<file path="config.mk">
export PLATFORM = sky130hd
export DESIGN_NAME = hdmi_timing_gen
export DESIGN_NICKNAME = d
export VERILOG_FILES = /design/src/rtl/hdmi_timing_gen.sv
export SDC_FILE = /design/constraint.sdc
export NUM_CORES = 1
export LEC_CHECK = 0
export CORE_UTILIZATION = 45
export CTS_BUF_LIST = sky130_fd_sc_hd__clkbuf_4
export DETAILED_ROUTE_END_ITERATION = 7
export PLACE_DENSITY_LB_ADDON = 0.1
export SLEW_MARGIN = 30
export SYNTH_ARGS = -nofsm -noshare
export SYNTH_HDL_FRONTEND = slang
export SYNTH_SLANG_ARGS = --single-unit
</file>
<file path="constraint.sdc">
create_clock -name pix_clk -period 3.2 [get_ports pix_clk]
set_clock_uncertainty 0.1 [all_clocks]
set_input_delay 0.64 -clock pix_clk [delete_from_list [all_inputs] [get_ports pix_clk]]
set_output_delay 0.64 -clock pix_clk [all_outputs]
set_load 0.05 [all_outputs]
</file>
<file path="src/rtl/hdmi_timing_gen.sv">
// Video timing generator: free-running h/v counters with registered sync, data enable,
// pixel coordinates and a selectable test pattern (colour bars, grey ramp, grid, solid).
module hdmi_timing_gen #(
  parameter logic [11:0] H_TOTAL = 12'd2200,
  parameter logic [11:0] H_SYNC  = 12'd44,
  parameter logic [11:0] H_BP    = 12'd148,
  parameter logic [11:0] H_ACT   = 12'd1920,
  parameter logic [11:0] V_TOTAL = 12'd1125,
  parameter logic [11:0] V_SYNC  = 12'd5,
  parameter logic [11:0] V_BP    = 12'd36,
  parameter logic [11:0] V_ACT   = 12'd1080
) (
  input  logic        pix_clk,
  input  logic        rst,
  input  logic        en,
  input  logic [1:0]  mode,
  input  logic [23:0] solid_rgb,
  output logic        vs_out,
  output logic        hs_out,
  output logic        de_out,
  output logic [7:0]  r_out,
  output logic [7:0]  g_out,
  output logic [7:0]  b_out,
  output logic [11:0] x_out,
  output logic [11:0] y_out,
  output logic        frame_start
);

  localparam logic [11:0] HA0 = H_SYNC + H_BP;
  localparam logic [11:0] HA1 = HA0 + H_ACT;
  localparam logic [11:0] VA0 = V_SYNC + V_BP;
  localparam logic [11:0] VA1 = VA0 + V_ACT;
  // Bar edges are precomputed constants so bar selection needs only comparators.
  localparam logic [11:0] BW  = H_ACT >> 3;
  localparam logic [11:0] B2  = BW * 12'd2;
  localparam logic [11:0] B3  = BW * 12'd3;
  localparam logic [11:0] B4  = BW * 12'd4;
  localparam logic [11:0] B5  = BW * 12'd5;
  localparam logic [11:0] B6  = BW * 12'd6;
  localparam logic [11:0] B7  = BW * 12'd7;

  logic [11:0] h_cnt;
  logic [11:0] v_cnt;
  logic [1:0]  mode_lat;
  logic        h_act;
  logic        v_act;
  logic        de;
  logic        h_last;
  logic        v_last;
  logic [11:0] x;
  logic [11:0] y;
  logic [23:0] rgb;

  assign h_act  = (h_cnt >= HA0) && (h_cnt < HA1);
  assign v_act  = (v_cnt >= VA0) && (v_cnt < VA1);
  assign de     = h_act && v_act;
  // >= keeps the counters bounded even if they were ever out of range.
  assign h_last = (h_cnt >= H_TOTAL - 12'd1);
  assign v_last = (v_cnt >= V_TOTAL - 12'd1);
  assign x      = de ? (h_cnt - HA0) : 12'd0;
  assign y      = de ? (v_cnt - VA0) : 12'd0;

  always_ff @(posedge pix_clk) begin
    if (rst) begin
      h_cnt    <= 12'd0;
      v_cnt    <= 12'd0;
      mode_lat <= 2'd0;
    end else if (!en) begin
      h_cnt    <= 12'd0;
      v_cnt    <= 12'd0;
    end else begin
      if ((h_cnt == 12'd0) && (v_cnt == 12'd0)) begin
        mode_lat <= mode;
      end
      if (h_last) begin
        h_cnt <= 12'd0;
        v_cnt <= v_last ? 12'd0 : (v_cnt + 12'd1);
      end else begin
        h_cnt <= h_cnt + 12'd1;
      end
    end
  end

  always_comb begin
    rgb = 24'h000000;
    if (de) begin
      case (mode_lat)
        2'd0: begin
          if (x < BW)      rgb = 24'hFFFFFF;
          else if (x < B2) rgb = 24'hFFFF00;
          else if (x < B3) rgb = 24'h00FFFF;
          else if (x < B4) rgb = 24'h00FF00;
          else if (x < B5) rgb = 24'hFF00FF;
          else if (x < B6) rgb = 24'hFF0000;
          else if (x < B7) rgb = 24'h0000FF;
          else             rgb = 24'h000000;
        end
        2'd1: rgb = {3{x[10:3]}};
        2'd2: begin
          if ((x[5:0] == 6'd0) || (y[5:0] == 6'd0) ||
              (x == H_ACT - 12'd1) || (y == V_ACT - 12'd1)) begin
            rgb = 24'hFFFFFF;
          end else begin
            rgb = 24'h000000;
          end
        end
        2'd3:    rgb = solid_rgb;
        default: rgb = 24'h000000;
      endcase
    end else begin
      rgb = 24'h000000;
    end
  end

  always_ff @(posedge pix_clk) begin
    if (rst || !en) begin
      vs_out      <= 1'b0;
      hs_out      <= 1'b0;
      de_out      <= 1'b0;
      r_out       <= 8'd0;
      g_out       <= 8'd0;
      b_out       <= 8'd0;
      x_out       <= 12'd0;
      y_out       <= 12'd0;
      frame_start <= 1'b0;
    end else begin
      vs_out      <= (v_cnt < V_SYNC);
      hs_out      <= (h_cnt < H_SYNC);
      de_out      <= de;
      r_out       <= rgb[23:16];
      g_out       <= rgb[15:8];
      b_out       <= rgb[7:0];
      x_out       <= x;
      y_out       <= y;
      frame_start <= (h_cnt == 12'd0) && (v_cnt == 12'd0);
    end
  end

endmodule

</file>
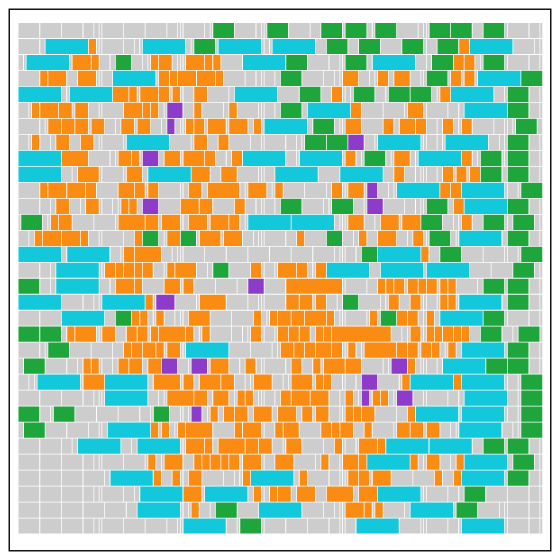
**Above:** run 1 (cell classes on the final placement).
Fill, decap, tap and diode cells in grey.
colour	class	cells	share of their area
green	other buffers and delay cells	90	19%
orange	combinational and other logic	324	43%
cyan	flops	78	35%
purple	clock drivers and dummy loads	16	2.4%
Layout Utilization: 59.5%
Rows: 32
flop share of the area: 33.8%
Core ar.: 7770 um2
post-route cell area: 4620 um2

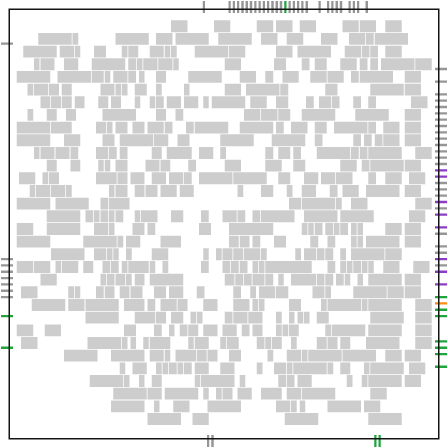
**Above:** run 1 (pin map).
Pins as bars across the die edge, other pins in grey.
colour	port	pins	direction	edge
purple	b_out	8	output	right
green	x_out	12	output	7 right, 2 left, 2 bottom, 1 top
orange	de_out	1	output	right
all pins by edge	38 right, 29 top, 10 left, 4 bottom
count of input and output buffers: 80
die extent in x: 91.9 um
Die Height: 91.9 um

==> out/qor.csv, run 1 <==
stage,metric,value,unit
power,power_density,338,nW/um2
clocking,cts_hold_buffers,0,
global_route,overflow,0,
layout,drive_gt1_share,6.69,%
routing,wl_met2,4460,um
job,drv_cap,0,
timing,clock.fmax,0.341,GHz
routing,viasPerCell,5.47,
placement,gp_congestion,0.866,
clocking,numCtsBuffers,9,
worst_hold_path,hold_end,h_cnt[0]$_SDFF_PP0_,
routing,drc,0,
logic_synthesis,avgSynthCellArea,8.38,um2
power,peakVddDrop,220,uV
power,total_power,1560,uW
logic_synthesis,topCellsByArea,"dfxtp_1 (43%), nor2_1 (6.2%), a21oi_1 (5.2%)",
logic_synthesis,postSynthSeqShare,42.9,%
layout,lay_top_cells,"clkdlybuf4s50_1 (80), dfxtp_1 (78), nor2_1 (60)",
critical_path,criticalPathCategory,flip-flop to flip-flop,
logic_synthesis,netlist_area,3640,um2
floorplanning,io_pins,81,
critical_path,cp-endpoint,b_out[7]$_SDFF_PP0_,
placement,dpl_cell_area,4510,um2
logic_synthesis,logic_family,simple AND/OR/NAND/NOR gates,
critical_path,crit_required,3.45,ns
floorplanning,chipArea,8440,um2
critical_path,path_cells,"inv_1, ha_1, or4b_1, a22o_1, a211oi_2, nand3_2, a311oi_4, buf_4, a21oi_1, nand2_1",
timing,rsz0062_at_grt,false,
clocking,cts_sinks,78,
global_route,grt_pass1_vias,3195,
placement,place_ws,0.324,ns
clocking,path_clk_slew,0.12,ns
logic_synthesis,synth-main-ff-cell,dfxtp_1,
global_route,use_met1,31.0,%
logic_synthesis,synthCells,434,
global_route,grt_use_met2,38.3,%
logic_synthesis,async_flop_share,0,%
critical_path,critical_path.slowest_cell,or4b_1,
global_route,grt_max_degree,28,
timing,setup_tns,0,ns
placement,dp_hpwl,6810,um
layout,nFillCells,727,
logic_synthesis,synth_top_cell_by_count,dfxtp_1,
clocking,htree_levels,3,
logic_synthesis,compound_area_share,18.7,%
logic_synthesis,largest_area_cell,dfxtp_1,
logic_synthesis,synthXorXnorAreaFrac,7.23,%
critical_path,reg2reg_from,h_cnt[7]$_SDFF_PP0_,
logic_synthesis,synth_flops,78,
global_route,grtUsageMet3,5.14,%
worst_hold_path,whs_path_depth,1,
logic_synthesis,ys_sh_simple,22.6,%
layout,final_nets,541,
placement,dp_cells,594,
timing,finalHoldViolCount,0,
routing,m1WireLength,4160,um
global_route,grt_pass1_wl,15700,um
logic_synthesis,yosys_cells,434,
critical_path,slowest_delay,0.43,ns
layout,mostFrequentLayoutCell,clkdlybuf4s50_1,
worst_hold_path,hold_class,flip-flop to flip-flop,
routing,highest_layer,met4,
logic_synthesis,ys_chip_area,3640,um2
timing,finalCriticalPeriod,2.94,ns
layout,syn_to_final_growth,27.1,%
logic_synthesis,ys_top_cells_by_count,"dfxtp_1 (78), nor2_1 (60), a21oi_1 (38), nand2_1 (38), clkbuf_1 (23)",
logic_synthesis,synth_cell_types,53,
critical_path,arrival,3.18,ns
job,warning_count,32,
clocking,cts-root-buf,clkbuf_4,
worst_hold_path,hold_start,h_cnt[0]$_SDFF_PP0_,
logic_synthesis,adder_share,3.10,%
logic_synthesis,mux_share,0.551,%
logic_synthesis,yosysWarnings,0,
timing,finalClockPeriodUsage,91.7,%
critical_path,cp-start-kind,flip-flop,
timing,tightest_slew,0.828,ns
power,power.leakage,0.00178,uW
clocking,clockBufferDepth,2,
critical_path,r2r_setup_slack,0.26,ns
layout,diodes,0,
global_route,antenna_found_initial,0,
timing,fin_hold_ws,0.473,ns
routing,dr.pass1.iters,5,
layout,final_cell_count_no_fill,610,
clocking,clk_latency,0.42,ns
clocking,cts_resized,0,
global_route,top_usage_layer,met2,
routing,detail-route-antenna-nets,0,
logic_synthesis,top_area_share,42.9,%
routing,drtIter0Drc,190,
critical_path,r2r-end,b_out[7]$_SDFF_PP0_,
critical_path,crit_fanout,8,
clocking,postCtsSetupBuffers,0,
logic_synthesis,mappedNetlistNets,472,
critical_path,crit_path_end_kind,flip-flop,
critical_path,ff2ff_path_depth,10,
timing,setup_slack,0.265,ns
floorplanning,fp_util,46.8,%
logic_synthesis,edf_count,0,
timing,setup_viol,0,
routing,met3_length,625,um
outcome,status,"finished, final reports clean",
timing,max_slew_margin,44.4,%
timing,drv_slew,0,
critical_path,crit_start,h_cnt[7]$_SDFF_PP0_,
clocking,tritoncts,done,
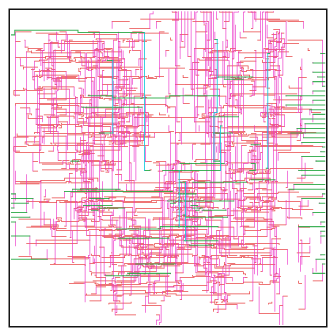
**Above:** run 1 (routed metal, one colour a layer).
colour	layer	wire length
green	metal 3	626 um
red	metal 1	4160 um
cyan	metal 4	177 um
magenta	metal 2	4460 um
via count: 3338
overall global routing resource usage: 23.6%
DR WL/cell: 15.4 um
final wirelength: 9420 um

[run 1: final cells by class]
type,count,area [um2],area share (%)
Multi-Input combinational cell,311,1900,41.1
Sequential cell,78,1560,33.8
Timing Repair Buffer,90,876,18.9
Tap cell,102,128,2.76
Clock buffer,9,67.6,1.46
Inverter,13,48.8,1.06
Clock inverter,7,41.3,0.893
[run 1: where the power goes]
part	switching, uW	total (uW)	internal, uW
Sequential	6.34	982	976
Clock	341	494	153
Combinational	38.4	85.2	46.8
[run 1: worst max-delay path: cells and delay by family (launching register included)]
kind	cells	cell delay [ns]
AND-OR/OR-AND	4	1.07
adder cells (fa/ha/maj)	1	0.17
buffers and inverters	2	0.35
flip-flops	1	0.40
AND/OR/NAND/NOR	3	0.78
**Run 1: clock distribution**

Bar = 20 um.
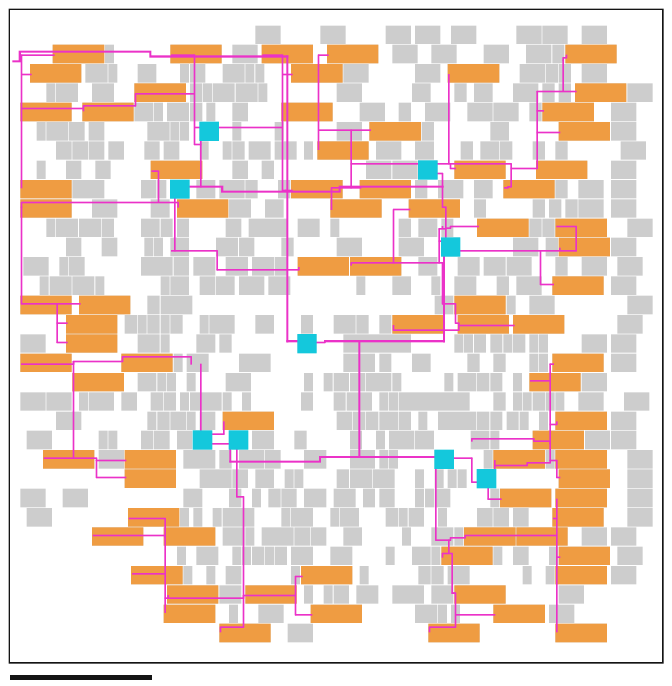

==> run 2, diff against run 1 <==
Settings changed: CORE_UTILIZATION 45 to 40.
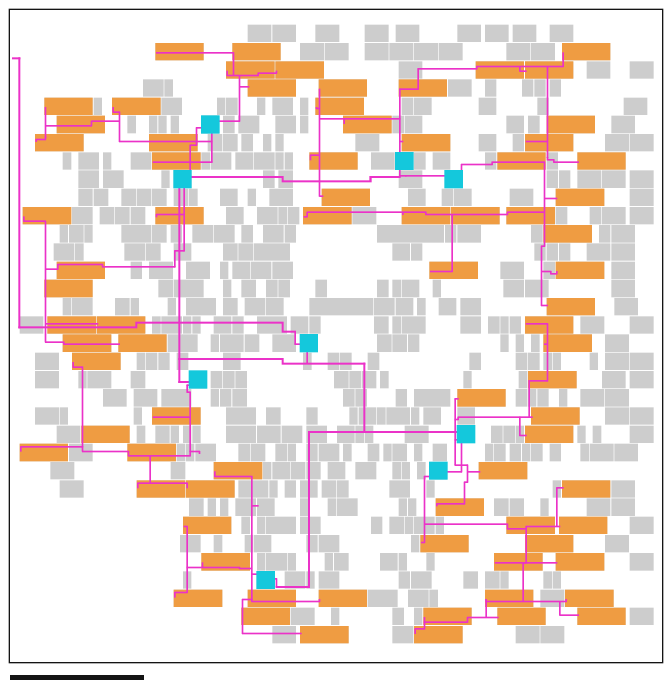
**Above:** run 2 (clock distribution).
Bar = 20 um.
[magenta] clock wires | length: 948 um
[orange] flip-flops | count: 78
[cyan] clock drivers | count: 9
routed clock nets	10
Power Clock: 495 uW
clock network power share: 31.7%
Worst-Skew Late Latency: 0.43 ns

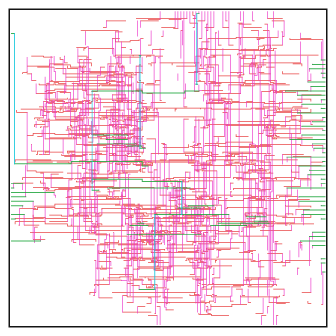
**Above:** run 2 (routed metal, one colour a layer).
colour	layer	wire length
red	metal 1	4230 um
magenta	metal 2	4200 um
cyan	metal 4	154 um
green	metal 3	524 um
overall global routing resource usage: 20.1%
DR WL/cell: 14.9 um
via count: 3233
final wirelength: 9110 um

==> out/qor.csv, run 2 <==
stage,metric,value,unit,change
timing,max_slew_margin,38.4,%,was 44.4%
placement,dpl_cell_area,4510,um2,about the same
logic_synthesis,mappedNetlistNets,472,,unchanged
timing,setup_slack,0.323,ns,was 0.265 ns
logic_synthesis,top_area_share,42.9,%,unchanged
critical_path,reg2reg_from,h_cnt[7]$_SDFF_PP0_,,unchanged
power,powerComb,85.3,uW,was 85.2 uW
power,p_seq_share,62.9,%,about the same
layout,nFillCells,832,,was 727
placement,place_ws,0.372,ns,was 0.324 ns
critical_path,path_buffers,1,,was 2
floorplanning,chipArea,9480,um2,was 8440 um2
logic_synthesis,largest_area_cell,dfxtp_1,,unchanged
global_route,grt_pass1_wl,15200,um,was 15700 um
power,power_density,339,nW/um2,was 338 nW/um2
layout,syn_to_final_growth,26.9,%,was 27.1%
critical_path,crit_required,3.42,ns,was 3.45 ns
routing,drtIter0Drc,136,,was 190
logic_synthesis,ys_chip_area,3640,um2,unchanged
logic_synthesis,synth_cell_types,53,,unchanged
logic_synthesis,async_flop_share,0,%,unchanged
critical_path,slowest_delay,0.43,ns,about the same
logic_synthesis,logic_family,simple AND/OR/NAND/NOR gates,,unchanged
power,power_top_consumer,registers,,unchanged
timing,setup_tns,0,ns,unchanged
timing,tightest_slew,0.918,ns,was 0.828 ns
logic_synthesis,synth_top_cell_by_count,dfxtp_1,,unchanged
power,swShare,24.8,%,was 24.7%
clocking,cts_hold_buffers,0,,unchanged
clocking,postCtsSetupBuffers,0,,unchanged
timing,drv_slew,0,,unchanged
logic_synthesis,synthXorXnorAreaFrac,7.23,%,unchanged
timing,fin_hold_ws,0.462,ns,was 0.473 ns
logic_synthesis,ys_sh_simple,22.6,%,unchanged
clocking,cts_sinks,78,,unchanged
critical_path,criticalPathCategory,flip-flop to flip-flop,,unchanged
floorplanning,placement_rows,34,,was 32
logic_synthesis,topCellsByArea,"dfxtp_1 (43%), nor2_1 (6.2%), a21oi_1 (5.2%)",,unchanged
critical_path,crit_fanout,8,,unchanged
logic_synthesis,avgSynthCellArea,8.38,um2,unchanged
power,total_power,1560,uW,about the same
routing,dr.pass1.iters,4,,was 5
global_route,grt_pass1_vias,3108,,was 3195
placement,port_buffers,80,,unchanged
critical_path,crit_start,h_cnt[7]$_SDFF_PP0_,,unchanged
layout,final_core_util,52.6,%,was 59.5%
layout,postLayoutCellArea,4610,um2,was 4620 um2
placement,dp_hpwl,6610,um,was 6810 um
routing,viasPerCell,5.27,,was 5.47
power,p_int,1170,uW,was 1180 uW
floorplanning,fp.dieW,97.3,um,was 91.9 um
logic_synthesis,postSynthSeqShare,42.9,%,unchanged
logic_synthesis,ys_top_cells_by_count,"dfxtp_1 (78), nor2_1 (60), a21oi_1 (38), nand2_1 (38), clkbuf_1 (23)",,unchanged
floorplanning,io_pins,81,,unchanged
timing,finalClockPeriodUsage,89.9,%,was 91.7%
clocking,cts-root-buf,clkbuf_4,,unchanged
layout,mostFrequentLayoutCell,clkdlybuf4s50_1,,unchanged
layout,final_nets,539,,was 541
logic_synthesis,synth-main-ff-cell,dfxtp_1,,unchanged
logic_synthesis,adder_share,3.10,%,unchanged
outcome,status,"finished, final reports clean",,unchanged
timing,finalCriticalPeriod,2.88,ns,was 2.94 ns
routing,drc,0,,unchanged
power,seq_power,982,uW,about the same
logic_synthesis,edf_count,0,,unchanged
timing,clock.fmax,0.348,GHz,was 0.341 GHz
layout,drive_gt1_share,6.34,%,was 6.69%
timing,setup_viol,0,,unchanged
layout,lay_top_cells,"clkdlybuf4s50_1 (80), dfxtp_1 (78), nor2_1 (60)",,unchanged
clocking,tritoncts,done,,unchanged
layout,diodes,0,,unchanged
power,p_switching,388,uW,was 386 uW
power,combPwrFrac,5.5,%,about the same
global_route,overflow,0,,unchanged
logic_synthesis,synth_flops,78,,unchanged
timing,rsz0062_at_grt,false,,unchanged
job,warning_count,32,,unchanged
critical_path,r2r_setup_slack,0.32,ns,was 0.26 ns
worst_hold_path,hold_start,h_cnt[0]$_SDFF_PP0_,,unchanged
critical_path,cp-start-kind,flip-flop,,unchanged
worst_hold_path,hold_class,flip-flop to flip-flop,,unchanged
clocking,cts_resized,0,,unchanged
logic_synthesis,netlist_area,3640,um2,unchanged
critical_path,critPathTopFamily,AND-OR/OR-AND gates,,unchanged
logic_synthesis,mux_share,0.551,%,unchanged
global_route,antenna_found_initial,0,,unchanged
global_route,grt_max_degree,25,,was 28
logic_synthesis,synthCells,434,,unchanged
power,power.leakage,0.00176,uW,was 0.00178 uW
timing,finalHoldViolCount,0,,unchanged
critical_path,critical_path.slowest_cell,or4b_1,,unchanged
floorplanning,die_height,97.3,um,was 91.9 um
clocking,clockBufferDepth,2,,unchanged
logic_synthesis,yosys_cells,434,,unchanged
layout,final_cell_count_no_fill,613,,was 610
floorplanning,fp_util,41.5,%,was 46.8%
floorplanning,core,8760,um2,was 7770 um2
critical_path,path_cells,"inv_1, ha_1, or4b_1, a22o_1, a211oi_2, nand2_1, a311o_1, a41oi_4, o21ai_0",,"was inv_1, ha_1, or4b_1, a22o_1, a211oi_2, nand3_2, a311oi_4, buf_4, a21oi_1, nand2_1"
job,drv_cap,0,,unchanged
logic_synthesis,compound_area_share,18.7,%,unchanged
routing,detail-route-antenna-nets,0,,unchanged
logic_synthesis,yosysWarnings,0,,unchanged
placement,dp_cells,598,,was 594
critical_path,crit_path_end_kind,flip-flop,,unchanged
critical_path,arrival,3.10,ns,was 3.18 ns
clocking,htree_levels,3,,unchanged
clocking,path_clk_slew,0.12,ns,about the same
power,peakVddDrop,203,uV,was 220 uV
placement,gp_congestion,0.915,,was 0.866
clocking,numCtsBuffers,9,,unchanged
[run 2: cell type report]
cell class,instances,area [um2],share of cell area (%)
clock buffers,9,67.6,1.46
well taps,108,135,2.93
inverters,13,48.8,1.06
clock inverters,6,40.0,0.868
flip-flops and latches,78,1560,33.8
repair buffers,88,861,18.7
multi-input cells,311,1900,41.2
[run 2: metal layers]
metal	GRT usage, %	up-vias	routed length [um]
met5	0	-	0
met4	7.13	0	154
met3	5.18	13	523
met2	33.3	92	4200
met1	25.3	1488	4230
li1	-	1640	-
[run 2: path summary, 6_finish.rpt]
check	cells after the start	endpoint
max	9	r_out[3]$_SDFF_PP0_
min reg2reg	1	h_cnt[0]$_SDFF_PP0_
max reg2reg	9	r_out[3]$_SDFF_PP0_
min	1	h_cnt[0]$_SDFF_PP0_
**Run 2: cell classes on the final placement**

Fill, decap, tap and diode cells in grey.
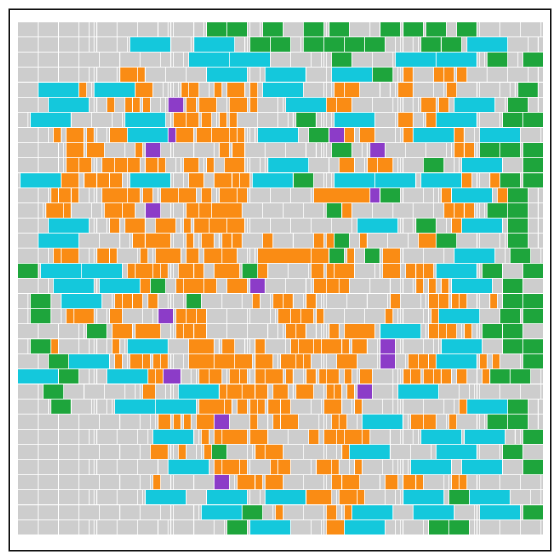

==> run 3, diff against run 2 <==
Settings changed: REMOVE_ABC_BUFFERS set to 1, SETUP_SLACK_MARGIN set to 0.4.
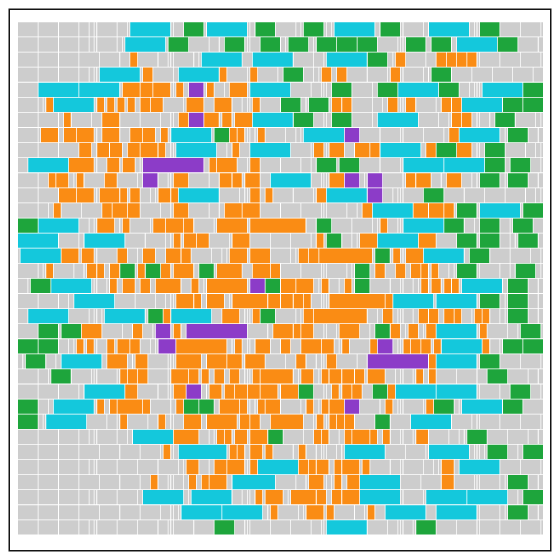
**Above:** run 3 (cell classes on the final placement).
Fill, decap, tap and diode cells in grey.
colour	class	cells	share of their area
purple	clock drivers and dummy loads	16	4.0%
green	other buffers and delay cells	99	20%
cyan	flops	78	33%
orange	combinational and other logic	324	43%
Rows: 34
Layout Utilization: 55.6%
post-route cell area: 4870 um2
Core ar.: 8760 um2

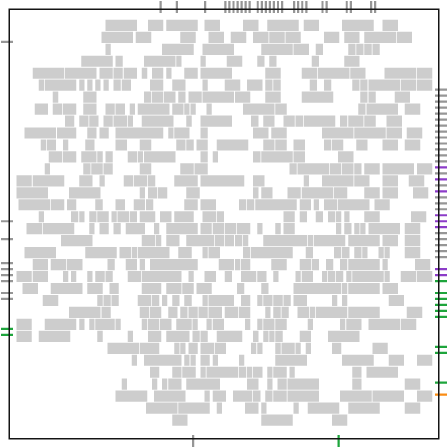
**Above:** run 3 (pin map).
Pins as bars across the die edge, other pins in grey.
colour	port	pins	direction	edge
purple	b_out	8	output	right
green	x_out	12	output	9 right, 2 left, 1 bottom
orange	de_out	1	output	right
all pins by edge	41 right, 27 top, 11 left, 2 bottom
die extent in x: 97.3 um
Die Height: 97.3 um

==> out/qor.csv, run 3 <==
stage,metric,value,unit,change
routing,dr.pass1.iters,4,,unchanged
critical_path,reg2reg_from,h_cnt[7]$_SDFF_PP0_,,unchanged
layout,largestClassByArea,logic gates,,unchanged
logic_synthesis,synth-main-ff-cell,dfxtp_1,,unchanged
timing,rsz0062_at_grt,false,,unchanged
logic_synthesis,ys_chip_area,3640,um2,unchanged
outcome,status,"finished, final reports clean",,unchanged
floorplanning,chipArea,9480,um2,unchanged
critical_path,crit_fanout,8,,unchanged
logic_synthesis,yosysWarnings,0,,unchanged
logic_synthesis,async_flop_share,0,%,unchanged
worst_hold_path,hold_end,h_cnt[0]$_SDFF_PP0_,,unchanged
clocking,cts-root-buf,clkbuf_4,,unchanged
layout,buf_share,19.4,%,was 18.7%
layout,clk_share,3.88,%,was 2.33%
timing,finalHoldViolCount,0,,unchanged
worst_hold_path,whs_path_depth,1,,unchanged
clocking,tritoncts,done,,unchanged
timing,tightest_slew,0.752,ns,was 0.918 ns
logic_synthesis,compound_area_share,18.7,%,unchanged
routing,highest_layer,met4,,unchanged
logic_synthesis,logic_family,simple AND/OR/NAND/NOR gates,,unchanged
global_route,grt_pass1_vias,3153,,was 3108
floorplanning,fp_util,41.5,%,unchanged
clocking,cts_sinks,78,,unchanged
logic_synthesis,topCellsByArea,"dfxtp_1 (43%), nor2_1 (6.2%), a21oi_1 (5.2%)",,unchanged
clocking,cts_hold_buffers,0,,unchanged
floorplanning,io_pins,81,,unchanged
timing,finalClockPeriodUsage,85.3,%,was 89.9%
logic_synthesis,mux_share,0.551,%,unchanged
layout,drive_gt1_share,10.6,%,was 6.34%
placement,place_ws,0.310,ns,was 0.372 ns
job,warning_count,31,,was 32
timing,max_slew_margin,49.4,%,was 38.4%
routing,drtIter0Drc,143,,was 136
power,total_power,1840,uW,was 1560 uW
timing,fin_hold_ws,0.440,ns,was 0.462 ns
routing,finalWirelength,9660,um,was 9110 um
power,power.leakage,0.00188,uW,was 0.00176 uW
worst_hold_path,hold_start,h_cnt[0]$_SDFF_PP0_,,unchanged
timing,setup_tns,0,ns,unchanged
power,power_density,377,nW/um2,was 339 nW/um2
timing,drv_slew,0,,unchanged
timing,setup_slack,0.471,ns,was 0.323 ns
global_route,top_usage_layer,met2,,unchanged
layout,final_nets,550,,was 539
critical_path,arrival,2.99,ns,was 3.10 ns
logic_synthesis,edf_count,0,,unchanged
critical_path,r2r_setup_slack,0.47,ns,was 0.32 ns
layout,lay_top_cells,"clkdlybuf4s50_1 (80), dfxtp_1 (76), nor2_1 (60)",,"was clkdlybuf4s50_1 (80), dfxtp_1 (78), nor2_1 (60)"
timing,finalCriticalPeriod,2.73,ns,was 2.88 ns
routing,met3_length,552,um,was 523 um
timing,setup_viol,0,,unchanged
critical_path,cp-start-kind,flip-flop,,unchanged
layout,inverters,13,,unchanged
critical_path,crit_start,h_cnt[7]$_SDFF_PP0_,,unchanged
layout,diodes,0,,unchanged
layout,flop_area,1570,um2,was 1560 um2
layout,buffers,99,,was 88
power,peakVddDrop,184,uV,was 203 uV
logic_synthesis,synth_cell_types,53,,unchanged
critical_path,cp-endpoint,r_out[0]$_SDFF_PP0_,,was r_out[3]$_SDFF_PP0_
critical_path,r2r-end,r_out[0]$_SDFF_PP0_,,was r_out[3]$_SDFF_PP0_
routing,via_count,3346,,was 3233
logic_synthesis,largest_area_cell,dfxtp_1,,unchanged
routing,drc,0,,unchanged
logic_synthesis,yosys_cells,434,,unchanged
placement,dp_cells,602,,was 598
clocking,numCtsBuffers,9,,unchanged
clocking,path_clk_slew,0.12,ns,about the same
logic_synthesis,synthXorXnorAreaFrac,7.23,%,unchanged
critical_path,crit_path_end_kind,flip-flop,,unchanged
global_route,antenna_found_initial,0,,unchanged
layout,syn_to_final_growth,33.9,%,was 26.9%
global_route,grtUsageMet3,4.24,%,was 5.18%
placement,dpl_cell_area,4540,um2,was 4510 um2
layout,logic_area,1980,um2,was 1900 um2
clocking,clk_latency,0.43,ns,about the same
layout,sh_seq_area,32.2,%,was 33.8%
logic_synthesis,synthCells,434,,unchanged
critical_path,criticalPathCategory,flip-flop to flip-flop,,unchanged
layout,num-clock-buffers,11,,was 9
layout,final_cell_count_no_fill,625,,was 613
placement,port_buffers,80,,unchanged
global_route,use_met1,28.0,%,was 25.3%
worst_hold_path,hold_class,flip-flop to flip-flop,,unchanged
layout,comb.multi_input.count,311,,unchanged
global_route,overflow,0,,unchanged
layout,sh_comb_area,40.7,%,was 41.2%
timing,clock.fmax,0.366,GHz,was 0.348 GHz
global_route,grt_max_degree,31,,was 25
layout,nFillCells,811,,was 832
critical_path,ff2ff_path_depth,11,,was 9
placement,gp_congestion,0.900,,was 0.915
layout,flops,78,,unchanged
logic_synthesis,synth_top_cell_by_count,dfxtp_1,,unchanged
global_route,grt_pass1_wl,15600,um,was 15200 um
floorplanning,taps,108,,unchanged
placement,dp_hpwl,6800,um,was 6610 um
logic_synthesis,top_area_share,42.9,%,unchanged
logic_synthesis,synth_flops,78,,unchanged
logic_synthesis,netlist_area,3640,um2,unchanged
logic_synthesis,ys_top_cells_by_count,"dfxtp_1 (78), nor2_1 (60), a21oi_1 (38), nand2_1 (38), clkbuf_1 (23)",,unchanged
clocking,htree_levels,3,,unchanged
layout,mostFrequentLayoutCell,clkdlybuf4s50_1,,unchanged
job,drv_cap,0,,unchanged
logic_synthesis,avgSynthCellArea,8.38,um2,unchanged
global_route,grt_use_met2,31.7,%,was 33.3%
logic_synthesis,ys_sh_simple,22.6,%,unchanged
routing,detail-route-antenna-nets,0,,unchanged
routing,drt-wirelength-per-cell,15.5,um,was 14.9 um
clocking,clockBufferDepth,2,,unchanged
global_route,track_usage,20.5,%,was 20.1%
routing,viasPerCell,5.35,,was 5.27
routing,m1WireLength,4560,um,was 4230 um
routing,wl_met2,4370,um,was 4200 um
critical_path,crit_required,3.46,ns,was 3.42 ns
logic_synthesis,postSynthSeqShare,42.9,%,unchanged
logic_synthesis,adder_share,3.10,%,unchanged
[run 3: power breakdown]
| part | internal, uW | leakage (uW) | switching (uW) | total (uW) |
|---|---|---|---|---|
| Clock | 416 | 0.0000977 | 352 | 769 |
| Sequential | 975 | 0.000631 | 6.01 | 981 |
| Combinational | 46.7 | 0.00115 | 39.2 | 85.9 |
| Total | 1440 | 0.00188 | 398 | 1840 |
[run 3: critical path: stages, from the launching register on]
cell and delay (ns):
dfxtp_4 0.38, inv_2 0.10, ha_4 0.13, or4b_1 0.44, a22o_1 0.25, a211oi_4 0.28
buf_4 0.17, nand3_4 0.14, a311oi_4 0.32, buf_4 0.17, a41oi_4 0.05, o21ai_1 0.12
[run 3: repair_timing]
action | CTS | global route
endpoints found under the setup margin | 16 | 24
pin swaps | 3 | 5
buffers inserted | 0 | 7
resized | 3 | 17
No activity file was given, so power comes from the tool's default toggle rates.
